==> run_1/layer_met1.png <==
Supply wires on this layer in gray.
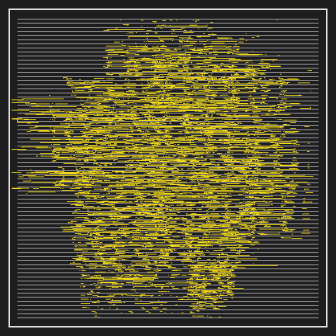
==> run_1/wires.png <==
Only two layers are drawn.
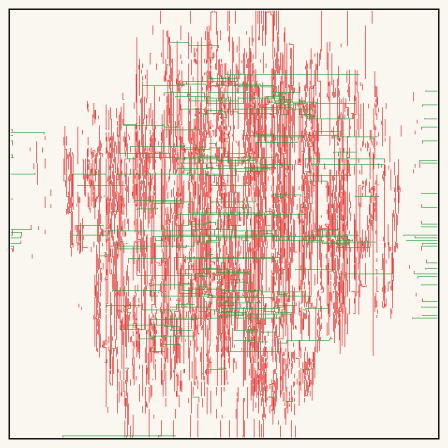
==> run_1/detail.png <==
Bar = 10 um. Region (90, 90) to (120, 120) um. Cells in gray, sequential cells in the stronger gray; small squares are vias.
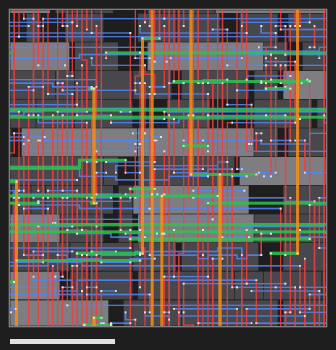
==> run_1/clocks.png <==
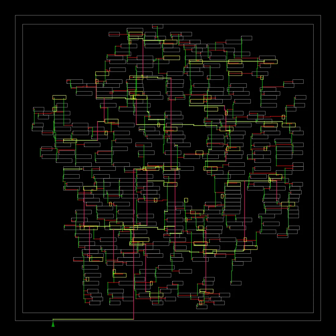
===== config.mk =====
export PLATFORM = sky130hd
export DESIGN_NAME = systolic_feeder
export DESIGN_NICKNAME = d
export VERILOG_FILES = /design/src/rtl/systolic_feeder.sv
export SDC_FILE = /design/constraint.sdc
export NUM_CORES = 1
export LEC_CHECK = 0
export ABC_AREA = 1
export CAP_MARGIN = 25
export CORE_MARGIN = 5
export CORE_UTILIZATION = 35
export CTS_CLUSTER_DIAMETER = 80
export DETAILED_ROUTE_END_ITERATION = 8
export GPL_TIMING_DRIVEN = 0
export SLEW_MARGIN = 20
export SYNTH_ARGS = -nofsm -noshare
export SYNTH_HDL_FRONTEND = slang
export SYNTH_SLANG_ARGS = --single-unit

===== constraint.sdc =====
create_clock -name clk -period 1.8 [get_ports clk]
set_input_delay 0.36 -clock clk [delete_from_list [all_inputs] [get_ports clk]]
set_output_delay 0.36 -clock clk [all_outputs]
set_load 0.1 [all_outputs]

===== src/rtl/systolic_feeder.sv =====
// systolic_feeder: holds two 4x4 byte matrices and streams them, skewed, into a
// 4x4 output-stationary systolic array (A rows from the west, B columns from the north).
module systolic_feeder #(
  parameter int unsigned DRAIN_CYCLES = 10
) (
  input  logic       clk,
  input  logic       rst,
  input  logic       wr_en,
  input  logic       wr_sel,
  input  logic [3:0] wr_addr,
  input  logic [7:0] wr_data,
  input  logic       start,
  output logic [7:0] inp_west0,
  output logic [7:0] inp_west4,
  output logic [7:0] inp_west8,
  output logic [7:0] inp_west12,
  output logic [7:0] inp_north0,
  output logic [7:0] inp_north1,
  output logic [7:0] inp_north2,
  output logic [7:0] inp_north3,
  output logic       arr_rst,
  output logic       busy,
  output logic       feed_done
);

  localparam int unsigned DW        = 8;
  localparam int unsigned N         = 4;
  localparam int unsigned SW        = 3;
  localparam int unsigned CW        = 8;
  localparam int unsigned FEED_LAST = 6;

  typedef enum logic [2:0] {
    IDLE  = 3'd0,
    CLEAR = 3'd1,
    FEED  = 3'd2,
    DRAIN = 3'd3,
    DONE  = 3'd4
  } state_t;

  logic [DW-1:0] mat_a [N][N];
  logic [DW-1:0] mat_b [N][N];

  state_t        state, state_nxt;
  logic [SW-1:0] step, step_nxt;
  logic [CW-1:0] drain, drain_nxt;

  logic [DW-1:0] west_nxt  [N];
  logic [DW-1:0] north_nxt [N];
  logic [DW-1:0] west_q    [N];
  logic [DW-1:0] north_q   [N];
  logic          arr_rst_nxt, busy_nxt, done_nxt;

  // Matrix storage: writable only while idle, cleared by reset.
  always_ff @(posedge clk) begin
    if (rst) begin
      for (int r = 0; r < N; r++) begin
        for (int c = 0; c < N; c++) begin
          mat_a[r][c] <= '0;
          mat_b[r][c] <= '0;
        end
      end
    end else if (state == IDLE && wr_en) begin
      if (wr_sel) mat_b[wr_addr[3:2]][wr_addr[1:0]] <= wr_data;
      else        mat_a[wr_addr[3:2]][wr_addr[1:0]] <= wr_data;
    end
  end

  // State register with its step and drain counters.
  always_ff @(posedge clk) begin
    if (rst) begin
      state <= IDLE;
      step  <= '0;
      drain <= '0;
    end else begin
      state <= state_nxt;
      step  <= step_nxt;
      drain <= drain_nxt;
    end
  end

  // Next-state and counter logic.
  always_comb begin
    state_nxt = state;
    step_nxt  = step;
    drain_nxt = drain;
    case (state)
      IDLE: begin
        if (start) state_nxt = CLEAR;
      end
      CLEAR: begin
        state_nxt = FEED;
        step_nxt  = '0;
      end
      FEED: begin
        if (step == SW'(FEED_LAST)) begin
          state_nxt = DRAIN;
          drain_nxt = '0;
        end else begin
          step_nxt = step + SW'(1);
        end
      end
      DRAIN: begin
        if (drain == CW'(DRAIN_CYCLES - 1)) state_nxt = DONE;
        else                                drain_nxt = drain + CW'(1);
      end
      DONE: begin
        state_nxt = IDLE;
      end
      default: begin
        state_nxt = IDLE;
      end
    endcase
  end

  // Output values for the coming cycle, derived from the next state so they can be registered.
  always_comb begin
    arr_rst_nxt = (state_nxt == CLEAR);
    busy_nxt    = (state_nxt != IDLE);
    done_nxt    = (state_nxt == DONE);
    for (int i = 0; i < N; i++) begin
      west_nxt[i]  = '0;
      north_nxt[i] = '0;
    end
    if (state_nxt == FEED) begin
      for (int i = 0; i < N; i++) begin
        for (int k = 0; k < N; k++) begin
          if (int'(step_nxt) == i + k) begin
            west_nxt[i]  = mat_a[i][k];
            north_nxt[i] = mat_b[k][i];
          end
        end
      end
    end
  end

  // Output registers.
  always_ff @(posedge clk) begin
    if (rst) begin
      arr_rst   <= 1'b0;
      busy      <= 1'b0;
      feed_done <= 1'b0;
      for (int i = 0; i < N; i++) begin
        west_q[i]  <= '0;
        north_q[i] <= '0;
      end
    end else begin
      arr_rst   <= arr_rst_nxt;
      busy      <= busy_nxt;
      feed_done <= done_nxt;
      for (int i = 0; i < N; i++) begin
        west_q[i]  <= west_nxt[i];
        north_q[i] <= north_nxt[i];
      end
    end
  end

  assign inp_west0  = west_q[0];
  assign inp_west4  = west_q[1];
  assign inp_west8  = west_q[2];
  assign inp_west12 = west_q[3];
  assign inp_north0 = north_q[0];
  assign inp_north1 = north_q[1];
  assign inp_north2 = north_q[2];
  assign inp_north3 = north_q[3];

endmodule


==> impl_metrics.ini, run 1 <==
; synthesis and place-and-route metrics
[power]
switching_share_pct = 25.79
powerSeq_mw = 8.69
p_sw_mw = 4.761
power.share.combinational_pct = 11.7
total_power_mw = 18.47
p_leak_nw = 8.107

[sta]
slew_viol_final = 0
tightest_slew_ns = 1.163
tns_ns = -7.614
whs_ns = 0.2873
setup_ws_ns = -0.1733
setup_viol = 129

[drt]
routedWlPerCell_um = 20.72
vias_per_cell = 5.204
wirelength_um = 45820

[logic_synthesis]
netlist.top_cell.by_area = edfxtp_1
top_cells_by_count = nor2_1 (359), nand2_1 (283), edfxtp_1 (256)
yosysChipArea_sq_um = 14020
top_cells_by_area = edfxtp_1 (55%), dfxtp_1 (12%), nor2_1 (9.6%), nand2_1 (7.6%), nand3_1 (4.4%)

[job]
warning_count = 31

[worst_setup_path]
startpoint_type = flop
cp_max_fo = 6
crit_type = reg -> reg

[placed_design]
post_dp_cell_area_sq_um = 15610
pre_cts_ws_ns = -1.792

[final_layout]
fin_nets = 1679
drive_above_1_share_pct = 37.94

[run_status]
outcome = finished, violations left
violations = negative setup slack

[global_routing]
grt_overflow = 0

[min_path]
hp-start = rst
hold_path_end = state[2]

[clock_tree]
ctsLongestPathBuffers = 3
## Picture notes: layer_met1.png
longest straight run	59.3 um
main direction	horizontal
wire length on this layer	17,900 um

## Picture notes: wires.png
layer	color	wire length
metal 2	red	22.6 mm
metal 3	green	3,690 um

## Picture notes: detail.png
layer	color
metal 1	blue
metal 2	red
metal 4	orange
metal 3	green
most frequent	edfxtp_1 (8), buf_6 (7), nand3_2 (7)
netlist names of flops here include	mat_a (7), mat_b (1)
cells with their middle in the window	56
sequential cells in the window	8

## Picture notes: clocks.png
Clock Skews: 0.01491 ns
P_clk: 7.61 mW

==> run 1: worst reg2reg max path: cells and delay by family (launching register included) <==
kind	cells	cell delay, ns
adder cells (fa/ha/maj)	1	0.16
buffers and inverters	4	0.52
AND/OR/NAND/NOR	9	0.83
flip-flops	1	0.38
==> run 1: how the worst max path moves through the flow <==
stage                               to  slack, ns  depth (start not counted)
after floorplan           mat_a[0][16]      -0.03                          7
after global placement     mat_a[0][5]      -1.80                          8
after detailed placement   mat_a[0][1]      -1.79                          8
after CTS                 west_q[2][7]      -0.11                         15
after global routing      west_q[0][2]      -0.23                         14
final                     west_q[2][5]      -0.17                         14
==> run 1: layer usage <==
layer	part of all wire, %	GRT usage (%)	up-vias
met5	0	0	-
met4	3.5	7.471	0
met3	8.1	3.230	115
met2	49	32.06	552
met1	39	24.76	5627
li1	-	-	5217
==> run 1: kinds of logic after synthesis <==
family,share of synthesized area (%)
and+or+nand+nor,26.03
AOI/OAI and AO/OA,2.177
DFF,66.39
buffers and inverters,5.050
adders and majority gates,0.3569
==> run 1: repair_timing <==
item                                   CTS  global route
setup endpoints to repair              649           334
hold buffers                             0             0
endpoints found under the hold margin    0             0
resized                                649           221
gates cloned                            12            10
buffers inserted                        62            37
pin swaps                              100            88
==> run 1: sequential cells by signal, indices dropped and copies added (netlist names) <==
| register | cells |
|---|---|
| arr_rst | 1 |
| step | 3 |
| state | 3 |
| mat_b | 128 |
| west_q | 32 |
| north_q | 32 |
| busy | 1 |
| mat_a | 128 |
| drain | 8 |
| feed_done | 1 |
==> run 1: area by class of cell <==
cell class,instances,share of cell area [%]
inverters,89,1.828
flip-flops and latches,337,45.28
multi-input cells,921,30.06
clock buffers,49,5.120
repair buffers,196,10.67
plain buffers,76,3.116
well taps,525,3.189
clock inverters,19,0.7349
--- run 2 (diff from run 1) ---
- ABC_CLOCK_PERIOD_IN_PS: default -> 1800
- RECOVER_POWER: default -> 100
==> run_2/detail.png <==
Bar = 10 um. Region (90, 90) to (120, 120) um. Cells in gray, sequential cells in the stronger gray; small squares are vias.
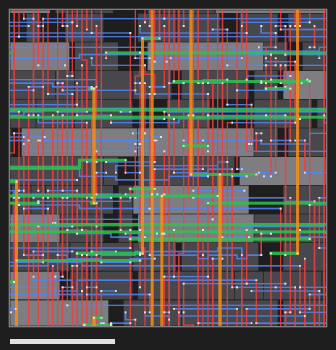
layer	color
metal 1	blue
metal 3	green
metal 2	red
metal 4	orange
netlist names of flops here include	mat_a (7), mat_b (1)
cells with their middle in the window	56
most frequent	edfxtp_1 (8), buf_6 (7), nand3_2 (7)
sequential cells in the window	8

==> run_2/layer_met4.png <==
Supply wires on this layer in gray.
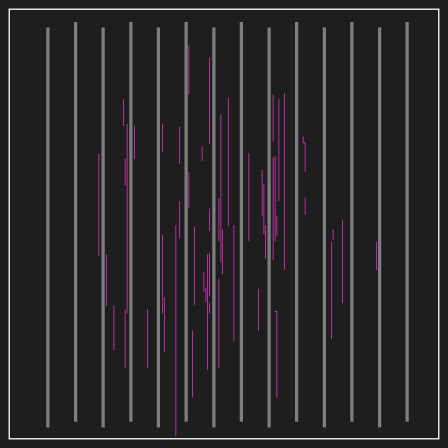
nets with wire on the layer	36
main direction	vertical
share of all routed wire	3.5%

==> impl_metrics.ini, run 2 <==
; synthesis and place-and-route metrics
[worst_setup_path]
startpoint_type = flop
crit_type = reg -> reg
cp_max_fo = 6

[logic_synthesis]
post_synth_ao_oa_area_fraction_pct = 2.177
fa_ha_area_share_pct = 0.3569
synth.most_common_cell = nor2_1
synth_xor_xnor_area_share_pct = 0
top_cells_by_area = edfxtp_1 (55%), dfxtp_1 (12%), nor2_1 (9.6%), nand2_1 (7.6%), nand3_1 (4.4%)
ys_sh_simple_pct = 26.03
netlist.top_cell.by_area = edfxtp_1
top_cells_by_count = nor2_1 (359), nand2_1 (283), edfxtp_1 (256)
ys_top_logic_family = simple AND/OR/NAND/NOR gates
yosysChipArea_sq_um = 14020
ys_ff = 337

[final_layout]
drive_above_1_share_pct = 37.94
fin_nets = 1679
antenna_cells = 0
reg_top3 = mat_a (128), mat_b (128)

[sta]
min_period_ns = 1.973
tightest_slew_ns = 1.163
setup_viol = 129
finClkSkew_ns = 0.01491
setup_ws_ns = -0.1733
slew_viol_final = 0
period_used_pct = 109.6

[drt]
vias_per_cell = 5.204
wirelength_um = 45820
routedWlPerCell_um = 20.72
postRouteAntennaNets = 0

[power]
total_power_mw = 18.47
p_leak_nw = 8.107

[clock_tree]
postCtsSetupRepairBufs = 62
ctsLongestPathBuffers = 3
ctsResizeCount = 649
hold_buffers = 0

[global_routing]
grt_overflow = 0
grt_pass1_wl_um = 64060

[run_status]
outcome = finished, violations left
violations = negative setup slack

[job]
warning_count = 31
run 2: cell counts after synthesis:
No cell type changed its count.
run 2: cell type report:
class | count | area, sq um | share of cell area [%]
Buffer | 76 | 641.9 | 3.116
Tap cell | 525 | 656.9 | 3.189
Timing Repair Buffer | 196 | 2197 | 10.67
Inverter | 89 | 376.6 | 1.828
Clock inverter | 19 | 151.4 | 0.7349
Sequential cell | 337 | 9329 | 45.28
Multi-Input combinational cell | 921 | 6193 | 30.06
Clock buffer | 49 | 1055 | 5.120
run 2: final timing paths:
kind                                from           end  slack, ns
worst min register to register  drain[7]      drain[7]       0.49
worst max register to register   step[0]  west_q[2][5]      -0.17
worst min-delay path                 rst      state[2]       0.29
worst max-delay path             step[0]  west_q[2][5]      -0.17
run 2: through the flow:
step	cell area, sq um	TNS (ns)	setup slack (ns)	std cells	hold WS [ns]
final	20600	-7.614	-0.1733	2212	0.2873
after global routing	20600	-16.86	-0.2251	2212	0.3041
after CTS	19230	-2.628	-0.1086	2168	0.2689
after detailed placement	15610	-768.03	-1.792	2027	0.4886
after global placement	15590	-758.16	-1.799	2026	0.4770
after floorplan	14100	-6.456	-0.02924	1418	0.4385
run 2: per-layer routing:
metal	track usage [%]	part of all wire [%]	vias to the layer above
li1	-	-	5217
met1	24.76	39	5627
met2	32.06	49	552
met3	3.230	8.1	115
met4	7.471	3.5	0
met5	0	0	-
run 2: worst max-delay path: cells and delay by family (launching register included):
family        cells  cell delay [ns]
fa+ha+maj         1             0.16
buf+inv           4             0.51
flops             1             0.38
simple gates      9             0.81
run 2: report_power, final:
| part | switching (mW) | internal [mW] |
|---|---|---|
| clock | 3.18 | 4.43 |
| sequential | 0.103 | 8.59 |
| combinational | 1.48 | 0.684 |
--- run 3 (diff from run 2) ---
- SKIP_LAST_GASP: default -> 1
==> run_3/layer_met1.png <==
Supply wires on this layer in gray.
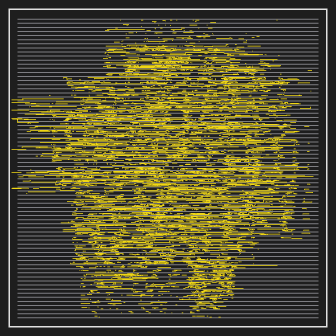
main direction	horizontal
longest straight run	81.0 um

==> run_3/layer_met4.png <==
Supply wires on this layer in gray.
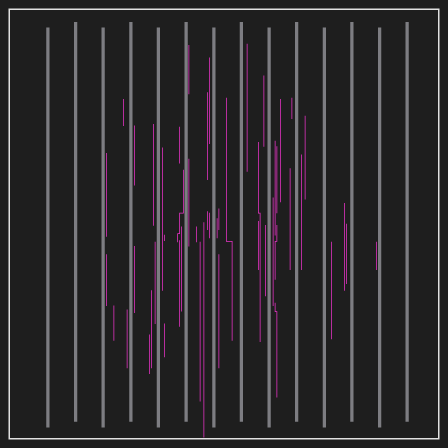
share of all routed wire	4.3%
nets with wire on the layer	32

==> impl_metrics.ini, run 3 <==
; synthesis and place-and-route metrics
[run_status]
outcome = finished, violations left
violations = negative setup slack

[logic_synthesis]
ys_top_logic_family = simple AND/OR/NAND/NOR gates
netlist.top_cell.by_area = edfxtp_1
post_synth_ao_oa_area_fraction_pct = 2.177
ys_sh_simple_pct = 26.03
yosysChipArea_sq_um = 14020
ys_ff = 337
top_cells_by_count = nor2_1 (359), nand2_1 (283), edfxtp_1 (256)
top_cells_by_area = edfxtp_1 (55%), dfxtp_1 (12%), nor2_1 (9.6%), nand2_1 (7.6%), nand3_1 (4.4%)
synth.most_common_cell = nor2_1

[sta]
min_period_ns = 2.004
finClkSkew_ns = 0.02218
setup_ws_ns = -0.2036
whs_ns = 0.2899
tightest_slew_ns = 1.142
setup_viol = 169
slew_viol_final = 0
tns_ns = -12.34

[final_layout]
area_delta_synth_final_pct = 44.27
fin_area_sq_um = 20230
fin_nets = 1680
mostFrequentLayoutCells = nor2_1 (302), edfxtp_1 (256), nand2_1 (174), inv_1 (77), dfxtp_1 (76)
reg_top3 = mat_a (128), mat_b (128)
instances_no_fill = 2214

[power]
total_power_mw = 18.36
p_leak_nw = 7.950

[drt]
wirelength_um = 44800
routedWlPerCell_um = 20.23
postRouteAntennaNets = 0
vias_per_cell = 5.136

[clock_tree]
cts_tree = built
cts_made_buffers = 37
ctsLongestPathBuffers = 3

[worst_setup_path]
crit_path_end_kind = flop
path_buffers = 4
startpoint_type = flop
cp_max_fo = 8
crit_type = reg -> reg
crit_family = simple AND/OR/NAND/NOR gates

[placed_design]
place_inst = 2027
post_dp_cell_area_sq_um = 15610
pre_cts_ws_ns = -1.792

[floorplanning]
die_w_um = 210.2
fp.dieH_um = 210.2

[global_routing]
grt_overflow = 0
grt_pass1_wl_um = 63690

[job]
warning_count = 31
-- run 3: cell counts after synthesis --
No cell type changed its count.
-- run 3: final cells by class --
type	count	area, sq um
multi-input combinational	922	5927
inverter	89	361.6
sequential	337	9325
tap	525	656.9
buffer	76	610.6
clock inverter	19	151.4
antenna	1	2.502
fill	3375	19500
clock buffer	49	1055
timing repair buffer	196	2140
-- run 3: what timing repair did --
item,4_1_cts,5_1_grt
hold endpoints to repair,0,0
gates resized,615,170
pin swaps,89,64
endpoints found under the setup margin,649,361
gates cloned,12,9
hold buffers,0,0
buffers inserted,62,40
-- run 3: worst paths after layout --
check	end	start	cells after the start	slack (ns)
min reg2reg	drain[7]	drain[7]	2	0.49
max	west_q[2][4]	step[0]	14	-0.20
min	state[2]	rst	2	0.29
max reg2reg	west_q[2][4]	step[0]	14	-0.20
-- run 3: report_power, final --
| group | switching, mW | internal (mW) |
|---|---|---|
| clock | 3.16 | 4.43 |
| sequential | 0.0940 | 8.59 |
| combinational | 1.43 | 0.651 |
| total | 4.69 | 13.7 |
-- run 3: kinds of logic (layout without fill, tap and decap cells) --
group | Yosys count | in the layout
flops | 337 | 337
fa+ha+maj | 4 | 4
other cells | 0 | 1
compound gates | 61 | 61
simple gates | 850 | 857
buf+inv | 166 | 429
-- run 3: layer usage --
| layer | vias to the layer above | part of all wire [%] | global-route usage (%) |
|---|---|---|---|
| li1 | 5227 | - | - |
| met1 | 5563 | 40 | 24.56 |
| met2 | 463 | 48 | 31.65 |
| met3 | 119 | 7.7 | 3.438 |
| met4 | 0 | 4.3 | 7.628 |
| met5 | - | 0 | 0 |
Power is estimated from default activity; no workload was simulated.
